<file path="src/rtl/input_capture_if.sv">
// Processor-side handshake bundle for the operand-entry stage.
interface input_capture_if;
    logic        read_req;
    logic [31:0] data_out;
    logic        data_valid;
    logic        waiting;
    logic        overrun;

    modport master (
        output read_req,
        input  data_out,
        input  data_valid,
        input  waiting,
        input  overrun
    );

    modport slave (
        input  read_req,
        output data_out,
        output data_valid,
        output waiting,
        output overrun
    );
endinterface

</file>
<file path="src/rtl/input_capture.sv">
// Debounced enter key plus switch capture into a one-entry register
// exposed to the processor through a valid/consume handshake.
module input_capture #(
    parameter logic [15:0] DEBOUNCE_CYCLES = 16'd50000,
    parameter bit          SIGN_EXT        = 1'b1
) (
    input  logic              clock,
    input  logic              reset,
    input  logic              enter,
    input  logic [14:0]       switches,
    input_capture_if.slave    bus
);

    typedef enum logic [1:0] {
        IDLE,
        PRESS_DB,
        HELD_DOWN,
        RELEASE_DB
    } state_t;

    state_t      state;
    state_t      state_n;
    logic [15:0] cnt;
    logic [15:0] cnt_n;
    logic [15:0] cnt_inc;
    logic        fire;

    logic        enter_meta;
    logic        enter_sync;
    logic [14:0] sw_meta;
    logic [14:0] sw_sync;
    logic [31:0] sw_ext;

    logic [31:0] data_q;
    logic        valid_q;
    logic        waiting_q;
    logic        overrun_q;
    logic        cap;
    logic        drop;

    always_ff @(posedge clock) begin
        if (!reset) begin
            enter_meta <= 1'b1;
            enter_sync <= 1'b1;
            sw_meta    <= '0;
            sw_sync    <= '0;
        end else begin
            enter_meta <= enter;
            enter_sync <= enter_meta;
            sw_meta    <= switches;
            sw_sync    <= sw_meta;
        end
    end

    assign cnt_inc = (cnt == DEBOUNCE_CYCLES) ? cnt : cnt + 16'd1;

    always_comb begin
        state_n = state;
        cnt_n   = cnt;
        fire    = 1'b0;
        unique case (state)
            IDLE: begin
                cnt_n = '0;
                if (!enter_sync) begin
                    state_n = PRESS_DB;
                    cnt_n   = 16'd1;
                end
            end
            PRESS_DB: begin
                if (cnt == DEBOUNCE_CYCLES) begin
                    fire    = 1'b1;
                    state_n = HELD_DOWN;
                    cnt_n   = '0;
                end else if (enter_sync) begin
                    state_n = IDLE;
                    cnt_n   = '0;
                end else begin
                    cnt_n = cnt_inc;
                end
            end
            HELD_DOWN: begin
                cnt_n = '0;
                if (enter_sync) begin
                    state_n = RELEASE_DB;
                    cnt_n   = 16'd1;
                end
            end
            RELEASE_DB: begin
                if (cnt == DEBOUNCE_CYCLES) begin
                    state_n = IDLE;
                    cnt_n   = '0;
                end else if (!enter_sync) begin
                    state_n = HELD_DOWN;
                    cnt_n   = '0;
                end else begin
                    cnt_n = cnt_inc;
                end
            end
            default: begin
                state_n = IDLE;
                cnt_n   = '0;
            end
        endcase
    end

    always_ff @(posedge clock) begin
        if (!reset) begin
            state <= IDLE;
            cnt   <= '0;
        end else begin
            state <= state_n;
            cnt   <= cnt_n;
        end
    end

    assign sw_ext = SIGN_EXT ? {{17{sw_sync[14]}}, sw_sync}
                             : {17'd0, sw_sync};

    // A capture into an empty register outranks a same-cycle read_req.
    assign cap  = fire & ~valid_q;
    assign drop = fire & valid_q;

    always_ff @(posedge clock) begin
        if (!reset) begin
            data_q    <= '0;
            valid_q   <= 1'b0;
            waiting_q <= 1'b0;
            overrun_q <= 1'b0;
        end else begin
            if (cap) begin
                data_q    <= sw_ext;
                valid_q   <= 1'b1;
                waiting_q <= 1'b0;
            end else begin
                if (bus.read_req) begin
                    valid_q <= 1'b0;
                end
                if (bus.read_req && !valid_q) begin
                    waiting_q <= 1'b1;
                end
            end
            if (drop) begin
                overrun_q <= 1'b1;
            end
        end
    end

    assign bus.data_out   = data_q;
    assign bus.data_valid = valid_q;
    assign bus.waiting    = waiting_q;
    assign bus.overrun    = overrun_q;

endmodule
</file>
<file path="src/flat_wrapper.sv">
// flat-port wrapper written by rule: the top's interface ports become plain ports
module input_capture_flat 
#(
    parameter logic [15:0] DEBOUNCE_CYCLES = 16'd50000,
    parameter bit          SIGN_EXT        = 1'b1
)
  (clock, reset, enter, switches, bus_read_req, bus_data_out, bus_data_valid, bus_waiting, bus_overrun);
  input_capture_if bus_i ();
  input  logic clock;
  input  logic reset;
  input  logic enter;
  input  logic [14:0] switches;
  input wire logic [$bits(bus_i.read_req)-1:0] bus_read_req;
  output wire logic [$bits(bus_i.data_out)-1:0] bus_data_out;
  output wire logic [$bits(bus_i.data_valid)-1:0] bus_data_valid;
  output wire logic [$bits(bus_i.waiting)-1:0] bus_waiting;
  output wire logic [$bits(bus_i.overrun)-1:0] bus_overrun;
  assign bus_i.read_req = bus_read_req;
  assign bus_data_out = bus_i.data_out;
  assign bus_data_valid = bus_i.data_valid;
  assign bus_waiting = bus_i.waiting;
  assign bus_overrun = bus_i.overrun;
  input_capture #(.DEBOUNCE_CYCLES(DEBOUNCE_CYCLES), .SIGN_EXT(SIGN_EXT)) u_core (.clock(clock), .reset(reset), .enter(enter), .switches(switches), .bus(bus_i));
endmodule
</file>
<file path="config.mk">
export PLATFORM = sky130hd
export DESIGN_NAME = input_capture_flat
export DESIGN_NICKNAME = d
export VERILOG_FILES = /design/src/rtl/input_capture_if.sv /design/src/rtl/input_capture.sv /design/src/flat_wrapper.sv
export SDC_FILE = /design/constraint.sdc
export NUM_CORES = 1
export LEC_CHECK = 0
export CELL_PAD_IN_SITES_DETAIL_PLACEMENT = 1
export CELL_PAD_IN_SITES_GLOBAL_PLACEMENT = 1
export CORE_UTILIZATION = 28
export CTS_BUF_LIST = sky130_fd_sc_hd__clkbuf_4
export CTS_CLUSTER_SIZE = 16
export DETAILED_ROUTE_END_ITERATION = 10
export PLACE_DENSITY_LB_ADDON = 0.1
export SKIP_CTS_REPAIR_TIMING = 1
export SLEW_MARGIN = 20
export SYNTH_ARGS = -nofsm -noshare
export SYNTH_HDL_FRONTEND = slang
export SYNTH_SLANG_ARGS = --single-unit
</file>
<file path="constraint.sdc">
create_clock -name clock -period 4.5 [get_ports clock]
set_input_delay 1.35 -clock clock [delete_from_list [all_inputs] [get_ports clock]]
set_output_delay 1.35 -clock clock [all_outputs]
set_load 0.02 [all_outputs]
</file>
==> images/cell_classes.png <==
Scale bar: 20 um.
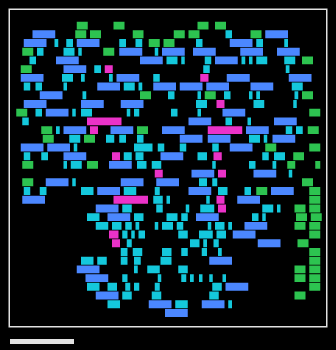
legend:
  other buffers and delay cells:
    colour: green
    cells: 54
  flip-flops:
    colour: blue
    cells: 68
  all other logic:
    colour: cyan
    cells: 160
  clock drivers and dummy loads:
    colour: magenta
    cells: 15
Util after Layout: 0.3674
cell area after layout: 3267 um2
CORE AREA: 8891 um2
flip-flop and latch share of the layout cell area: 0.4167
Cell Rows: 34

==> images/final_congestion.png <==
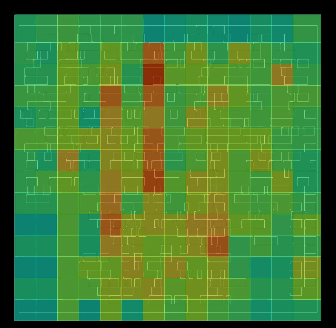
WL/cell: 11.47 um
met2 Track Usage GR: 0.1701
GRT Max-Usage Layer: met2
met3 GRT Util: 0.03262
met1 Use GR: 0.1288

==> images/clock_map.png <==
Scale bar: 20 um.
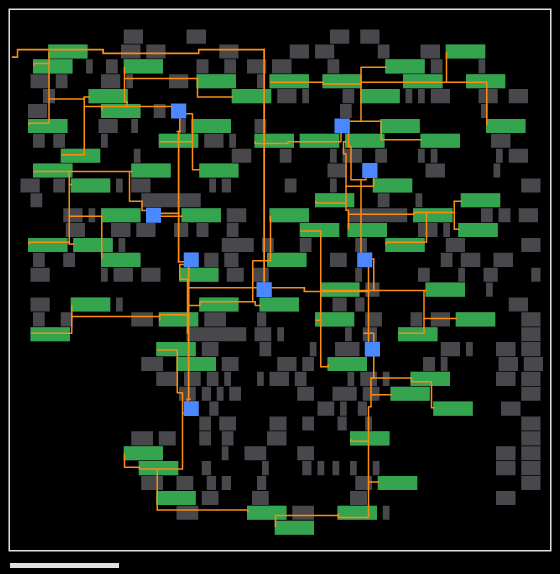
legend:
  cells driving clock nets:
    colour: blue
    count: 9
  flip-flops:
    colour: green
    count: 68
  clock wires:
    colour: orange
    length: 903 um
routed clock nets: 10
Clk network pwr share: 0.431
Worst-Skew Late Latency: 0.40 ns
Power Clock: 498 uW
post-route clock skew: 0.01465 ns

-- per-layer routing --
metal / vias to the layer above / global-route usage / part of all wire / wire length, um
met4: 0 / 0.07233 / 0.020 / 93
met1: 809 / 0.1288 / 0.47 / 2191
li1: 884 / - / - / -
met5: - / 0 / 0 / 0
met2: 44 / 0.1701 / 0.46 / 2125
met3: 8 / 0.03262 / 0.051 / 236
-- state kept, by name, indices dropped and copies added, names as in the netlist, 2 cells and up --
| signal | flops |
|---|---|
| u_core.sw_meta | 15 |
| u_core.bus.data_out | 15 |
| u_core.state | 2 |
| u_core.sw_sync | 15 |
| u_core.cnt | 16 |
-- where the power goes --
group          internal (mW)  total (mW)  switching [mW]  leakage [nW]
clock network          0.279       0.498           0.219        0.0882
logic                 0.0229      0.0377          0.0147         0.435
registers              0.616       0.619         0.00335         0.555
==> flow_summary.json <==
{
  "reg2reg_slack_ns": 2.12,
  "via_per_inst": 4.309,
  "ys_sh_mux": 0.05733,
  "clock_area_frac": 0.05553,
  "crit_type": "reg2out",
  "drtIter0Drc": 25,
  "synthFlopType": "dfxtp_1",
  "hold-path-endpoint": "u_core.enter_sync",
  "finalSetupViolCount": 0,
  "layout.area.comb_um2": 1033,
  "p_leak_nw": 1.078,
  "status": "finished clean",
  "logic_gates": 154,
  "hold_viol": 0,
  "nWellTaps": 108,
  "netlist_instances": 256,
  "yosys.area_share.simple": 0.2575,
  "n_clock_buffer": 9,
  "lay_top_count": "dfxtp_1",
  "arrival_ns": 1.74,
  "yosysMostFrequentCell": "dfxtp_1",
  "inverters_excl_clock": 6,
  "startpoint": "u_core.bus.data_out[14]",
  "dp_hpwl_um": 3091,
  "xor_share": 0.05017,
  "critPathSlowestCell": "clkdlybuf4s50_1",
  "path_delay_family": "buffers and inverters",
  "async_flop_share": 0,
  "overflow": 0,
  "fin_crit_sh": 0.6862,
  "holdWs_ns": 0.4257,
  "ys_area_um2": 2619,
  "log.warning_count": 27,
  "cts_tree": "built",
  "edf_count": 0,
  "finalNetCount": 314,
  "r2r_start": "u_core.cnt[4]"
}
Power and IR drop assume default switching activity.
